## src/rtl/defs_params_common.svh

```systemverilog
// Shared default widths for the memory arbiter slice.
`ifndef DEFS_PARAMS_COMMON_SVH
`define DEFS_PARAMS_COMMON_SVH

`define ARB_AW_DEFAULT 32
`define ARB_DW_DEFAULT 32

`endif

```

## src/rtl/arb_pkg.sv

```systemverilog
// Shared types and widths for mem_arbiter.
`include "defs_params_common.svh"

package arb_pkg;

  localparam int unsigned ARB_PERF_W = 32;
  localparam int unsigned ARB_AW_DEF = `ARB_AW_DEFAULT;
  localparam int unsigned ARB_DW_DEF = `ARB_DW_DEFAULT;

  typedef enum logic [2:0] {
    IDLE    = 3'd0,
    BUSY_IF = 3'd1,
    BUSY_DM = 3'd2,
    DONE_IF = 3'd3,
    DONE_DM = 3'd4
  } arb_state_t;

endpackage

```

## src/rtl/arb_perf_cnt.sv

```systemverilog
// Free-running wrapping event counter used by the arbiter performance monitors.
module arb_perf_cnt
  import arb_pkg::*;
#(
  parameter int unsigned W = ARB_PERF_W
) (
  input  logic         clk,
  input  logic         reset,
  input  logic         inc,
  output logic [W-1:0] count
);

  // Count qualifying cycles; natural wrap at all-ones.
  always_ff @(posedge clk) begin
    if (reset) begin
      count <= '0;
    end else if (inc) begin
      count <= count + W'(1);
    end
  end

endmodule

```

## src/rtl/mem_arbiter.sv

```systemverilog
// Fetch/data arbiter for a single-ported variable-latency unified memory.
// Data requests win over fetches; a redirect discards an in-flight fetch.
// Optional performance counters are enabled with the ARB_PERF_EN macro.
module mem_arbiter
  import arb_pkg::*;
#(
  parameter int unsigned AW = ARB_AW_DEF,
  parameter int unsigned DW = ARB_DW_DEF
) (
  input  logic          clk,
  input  logic          reset,
  input  logic          if_req,
  input  logic [AW-1:0] if_addr,
  input  logic          if_flush,
  output logic [DW-1:0] if_rdata,
  output logic          if_valid,
  input  logic          dm_req,
  input  logic          dm_we,
  input  logic [AW-1:0] dm_addr,
  input  logic [DW-1:0] dm_wd,
  output logic [DW-1:0] dm_rdata,
  output logic          dm_valid,
  output logic          mem_req,
  output logic          mem_we,
  output logic [AW-1:0] mem_addr,
  output logic [DW-1:0] mem_wd,
  input  logic [DW-1:0] mem_rdata,
  input  logic          mem_ack
`ifdef ARB_PERF_EN
  ,
  output logic [ARB_PERF_W-1:0] perf_conflict,
  output logic [ARB_PERF_W-1:0] perf_busy
`endif
);

  arb_state_t state_q;
  arb_state_t state_d;
  logic       grant_dm;
  logic       grant_if;
  logic       discard_q;

  // State register.
  always_ff @(posedge clk) begin
    if (reset) begin
      state_q <= IDLE;
    end else begin
      state_q <= state_d;
    end
  end

  // Next state and grant decode; grants only ever issue from IDLE.
  always_comb begin
    state_d  = state_q;
    grant_dm = 1'b0;
    grant_if = 1'b0;
    case (state_q)
      IDLE: begin
        if (dm_req) begin
          grant_dm = 1'b1;
          state_d  = BUSY_DM;
        end else if (if_req && !if_flush) begin
          grant_if = 1'b1;
          state_d  = BUSY_IF;
        end
      end
      BUSY_IF: if (mem_ack) state_d = DONE_IF;
      BUSY_DM: if (mem_ack) state_d = DONE_DM;
      DONE_IF: state_d = IDLE;
      DONE_DM: state_d = IDLE;
      default: state_d = IDLE;
    endcase
  end

  // Memory-side request registers, loaded on grant and held through the transaction.
  always_ff @(posedge clk) begin
    if (reset) begin
      mem_we   <= 1'b0;
      mem_addr <= '0;
      mem_wd   <= '0;
    end else if (grant_dm) begin
      mem_we   <= dm_we;
      mem_addr <= dm_addr;
      mem_wd   <= dm_wd;
    end else if (grant_if) begin
      mem_we   <= 1'b0;
      mem_addr <= if_addr;
    end
  end

  // Read-data capture; acks outside BUSY states are ignored.
  always_ff @(posedge clk) begin
    if (reset) begin
      if_rdata <= '0;
      dm_rdata <= '0;
    end else begin
      if (state_q == BUSY_IF && mem_ack) if_rdata <= mem_rdata;
      if (state_q == BUSY_DM && mem_ack) dm_rdata <= mem_rdata;
    end
  end

  // Discard flag: a redirect during a fetch kills its completion pulse.
  always_ff @(posedge clk) begin
    if (reset) begin
      discard_q <= 1'b0;
    end else if (state_q == BUSY_IF && if_flush) begin
      discard_q <= 1'b1;
    end else if (state_d == IDLE) begin
      discard_q <= 1'b0;
    end
  end

  assign mem_req  = (state_q == BUSY_IF) || (state_q == BUSY_DM);
  assign dm_valid = (state_q == DONE_DM);
  assign if_valid = (state_q == DONE_IF) && !discard_q && !if_flush;

`ifdef ARB_PERF_EN
  logic conflict_inc;
  assign conflict_inc = (state_q == IDLE) && if_req && dm_req;

  arb_perf_cnt #(.W(ARB_PERF_W)) u_conflict_cnt (
    .clk   (clk),
    .reset (reset),
    .inc   (conflict_inc),
    .count (perf_conflict)
  );

  arb_perf_cnt #(.W(ARB_PERF_W)) u_busy_cnt (
    .clk   (clk),
    .reset (reset),
    .inc   (mem_req),
    .count (perf_busy)
  );
`endif

endmodule

```

## config.mk

```make
export PLATFORM = sky130hd
export DESIGN_NAME = mem_arbiter
export DESIGN_NICKNAME = d
export VERILOG_FILES = /design/src/rtl/arb_pkg.sv /design/src/rtl/arb_perf_cnt.sv /design/src/rtl/mem_arbiter.sv
export VERILOG_INCLUDE_DIRS = /design/src /design/src/rtl
export SDC_FILE = /design/constraint.sdc
export NUM_CORES = 1
export LEC_CHECK = 0
export ABC_CLOCK_PERIOD_IN_PS = 4200
export CAP_MARGIN = 20
export CORE_AREA = 2 2 105 107
export CTS_CLUSTER_SIZE = 40
export DETAILED_ROUTE_END_ITERATION = 8
export DIE_AREA = 0 0 107 109
export DONT_BUFFER_PORTS = 1
export SYNTH_ARGS = -nofsm -noshare
export SYNTH_HDL_FRONTEND = slang
export SYNTH_HIERARCHICAL = 1
export SYNTH_SLANG_ARGS = --single-unit
```

## constraint.sdc

```tcl
create_clock -name clk -period 4.2 [get_ports clk]
set_clock_uncertainty 0.15 [all_clocks]
set_input_delay 1.05 -clock clk [delete_from_list [all_inputs] [get_ports clk]]
set_output_delay 1.05 -clock clk [all_outputs]
set_load 0.01 [all_outputs]
```

Figure 1. Signal wires on met1 (run 1).
(3 px per um) Cells faint in the background.
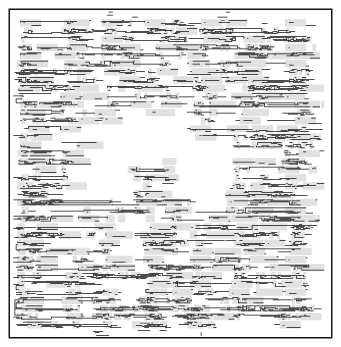
longest straight run = 26.2 um
share of all routed wire = 38%
total routed wirelength: 13400 um
Vias: 4179
met1 Use GR: 0.248

Figure 2. The metal 2 layer (run 1).
(4 px per um)
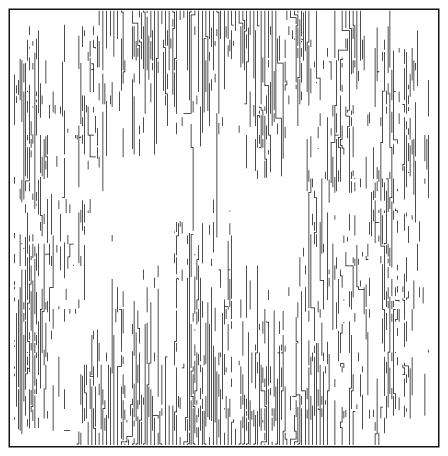
share of all routed wire = 50%
wire length on this layer = 6670 um
longest straight run = 49.3 um
met2 usage in global routing: 0.371

Figure 3. Signal wires on met3 (run 1).
(2 px per um) Cells faint in the background.
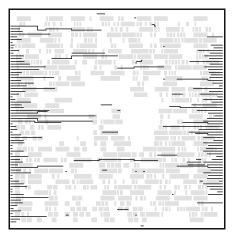
main direction = horizontal
share of all routed wire = 10%
longest straight run = 42.1 um
wire length on this layer = 1350 um
nets with wire on the layer = 143
met3 Resource Use GR: 0.0867

Figure 4. Signal wires on met4 (run 1).
(2 px per um) Cells faint in the background.
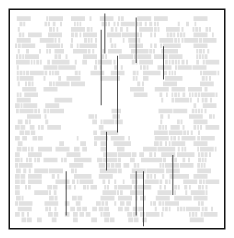
longest straight run = 38.1 um
nets with wire on the layer = 7

[run 1: worst paths after layout]
path                            slack [ns]      endpoint  depth (start not counted)
worst max-delay path                  1.30      dm_valid                          1
worst min-delay path                  0.35  mem_addr[22]                          2
worst max register to register        2.13    mem_wd[30]                          4
worst min register to register        0.35  mem_addr[22]                          2
[run 1: layout make-up]
class,count,share of cell area
Sequential cell,133,0.466
Multi-Input combinational cell,446,0.387
Clock buffer,22,0.0810
Tap cell,140,0.0306
Timing Repair Buffer,8,0.0175
Clock inverter,10,0.0171
Inverter,1,0.000657
[run 1: logic make-up (layout without fill, tap and decap cells)]
group	after synthesis	after routing
simple gates	245	245
compound gates	200	200
flops	133	133
buf+inv	57	41
xor+xnor	1	1
[run 1: power by group through the flow]
stage | Clock (mW) | Sequential [mW] | Combinational (mW)
CTS | 1.40 | 1.43 | 0.222
global route | 1.45 | 1.44 | 0.261
floorplan | 0 | 1.43 | 0.220
finish | 1.37 | 1.43 | 0.230
detailed placement | 0 | 1.46 | 0.221
global placement | 0 | 1.46 | 0.213
[run 1: routing by layer]
| layer | part of all wire | GRT usage | up-vias | wire length, um |
|---|---|---|---|---|
| met5 | 0 | 0 | - | 0 |
| met4 | 0.018 | 0.0900 | 0 | 243 |
| met3 | 0.10 | 0.0867 | 24 | 1350 |
| met2 | 0.50 | 0.371 | 176 | 6670 |
| met1 | 0.38 | 0.248 | 1905 | 5150 |
| li1 | - | - | 2074 | - |
[run 1: state kept, by name, indices dropped and copies added (netlist names)]
signal and count:
discard_q 1, dm_rdata 32, state_q 3, if_rdata 32
mem_addr 32, mem_we 1, mem_wd 32
==> ci_impl_report.md, run 1 <==
## Implementation flow summary

| Metric | Value |
|---|---|
| Worst setup margin | roughly 1.3 ns |
| Xor+xnor area frac | 0.00170 |
| Clock transition at path regs | roughly 0.060 ns |
| Main area contributors | dfxtp_1, nand2_1, a21oi_1 |
| Outcome | complete, no violations |
| Post_cts resized | 0 |
| Final core utilization | 0.539 |
| CTS tree | yes |
| Logic area | about 2200 um^2 |
| Placed Area | between 5000 and 6000 um^2 |
| Max Root-Sink Buffers | 2 |
| Minimum clock period | 2.90 ns |
| Final tally of setup violations | 0 |
| Worst Setup SP | state_q[2] |
| Crit path max-delay family | flip-flops |
| IO Pins | 267 |
| CP cell instances | nor3b_1 |
| Slew of the pin with the lowest slew margin | 0.719 ns |
| Netlist Area Pre-Place | 5160 um^2 |
| DP Wirelength | 9000 um |
| Post-synthesis sequential area ratio | 0.516 |
| Fin Setup TNS | 0 ns |
| Crit share post-route | 0.690 |
| Via/cell ratio | 5.50 |
| Clock Sinks | around 130 |
| Top-count cell post-synth | nand2_1 |
| Reg-to-Reg Start | state_q[1] |
| Number of DRC markers in iteration 0 | ~290 |
| Finished Layout Cells | 760 |
| Internal power | between 2 and 2.5 mW |
Figure 5. Routing congestion map (run 1).
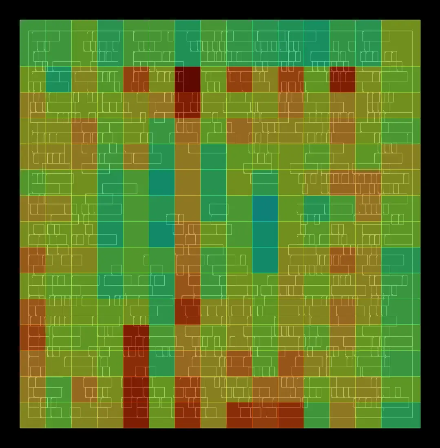

--- run 2 (diff from run 1) ---
Settings changed: ABC_CLOCK_PERIOD_IN_PS 4200 to 2360, CORE_AREA 2 2 105 107 to 2 2 102 104, DIE_AREA 0 0 107 109 to 0 0 104 106, PLACE_DENSITY from default to 0.7.
Clock period 4.2 ns to 2.36 ns, I/O delays scaled along.
Figure 6. Routing congestion map (run 2).
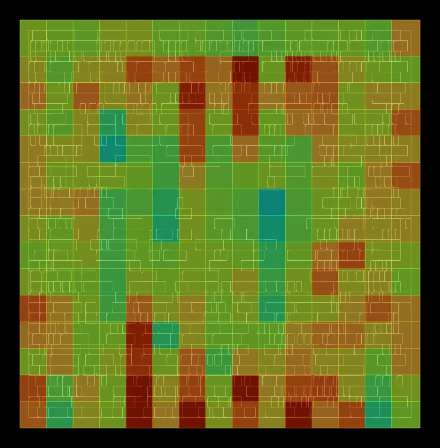
WL/cell: 18.0 um
GR peak layer: met2

==> run 2 against run 1 <==
Compared with the run above: power increased by 90%; utilization up 7.9 points; clock power increased by 97%; cell area grew 8.2%; register-to-register slack worse by 2.0 ns; sequential share of layout area decreased by 3.5 points; synthesized cell count unchanged; wire length increased by 6.8%; via count increased by 7.3%; sequential power up 78%; sequential cell count unchanged; final cell count up 4.9%; largest cell class unchanged; largest power group is now clock.
==> ci_impl_report.md, run 2 <==
## Implementation flow summary

| Metric | Value |
|---|---|
| Seq pwr | roughly 2.6 mW |
| Worst r2r dst | mem_wd[4] |
| Netlist Area Pre-Place | approximately 5200 um^2 |
| Reg2Reg Depth | 7 |
| P_clk | 2.70 mW |
| Via/cell ratio | 5.63 |
| Reg-to-Reg Start | state_q[1] |
| Clock transition at path regs | about 0.060 ns |
| IO Pins | between 200 and 300 |
| Main area contributors | dfxtp_1, nand2_1, a21oi_1 |
| Fin Setup TNS | 0 ns |
| Vias | 4485 |
| Setup slack, reg-to-reg | 0.16 ns |
| Slew of the pin with the lowest slew margin | about 0.61 ns |
| Finished Layout Cells | between 700 and 800 |
| Biggest consumer | clock |
| Logic power comb | between 500 and 600 uW |
| CTS tree | yes |
| Final tally of setup violations | 0 |
| Outcome | complete, no violations |
| Total routed wirelength | 14300 um |
| Hold path endpoint | state_q[1] |
| Crit path max-delay family | buffers and inverters |
| Minimum clock period | between 2 and 2.5 ns |
| Worst Hold Depth | 1 |
| Internal power | roughly 4.4 mW |
| Clock Sinks | between 100 and 150 |
-- run 2: how the worst max path moves through the flow --
| stage | depth (start not counted) | slack [ns] | to | start |
|---|---|---|---|---|
| floorplan | 6 | 0.64 | mem_addr[0] | if_req |
| global placement | 5 | 0.19 | mem_addr[15] | if_req |
| detailed placement | 5 | 0.16 | mem_addr[13] | if_req |
| CTS | 6 | 0.02 | mem_wd[6] | state_q[0] |
| global route | 6 | 0.05 | if_rdata[17] | state_q[2] |
| finish | 7 | 0.16 | mem_wd[4] | state_q[1] |
-- run 2: metrics by stage --
stage | setup slack, ns | utilization | instance area [um^2]
floorplan | 0.641 | - | 5160
global placement | 0.189 | 0.515 | 5140
detailed placement | 0.161 | 0.515 | 5140
CTS | 0.0203 | 0.614 | 6140
global route | 0.0539 | 0.618 | 6180
finish | 0.159 | 0.618 | 6180
-- run 2: layout make-up --
type,count,area [um^2],area share
well taps,136,170,0.0275
inverters,1,3.75,0.000607
flip-flops and latches,133,2670,0.431
multi-input cells,446,2220,0.359
repair buffers,50,514,0.0831
clock buffers,19,432,0.0698
clock inverters,12,179,0.0289
-- run 2: repair_timing --
item,in CTS,in global routing
endpoints found under the hold margin,124,0
pin swaps,0,1
resized,1,3
hold buffers,37,0
setup buffers,0,2
setup endpoints to repair,1,20
-- run 2: metal layers --
metal	GRT usage	vias to the layer above	part of all wire
li1	-	2162	-
met1	0.282	2075	0.38
met2	0.438	220	0.50
met3	0.0926	28	0.090
met4	0.117	0	0.022
met5	0	-	0
-- run 2: cells by family after synthesis --
kind of cell    count (synthesis)  synth area share
xor+xnor                        1           0.00170
simple gates                  245             0.195
compound gates                200             0.229
flops                         133             0.516
buf+inv                        57            0.0578
No activity file was given, so power comes from the tool's default toggle rates.
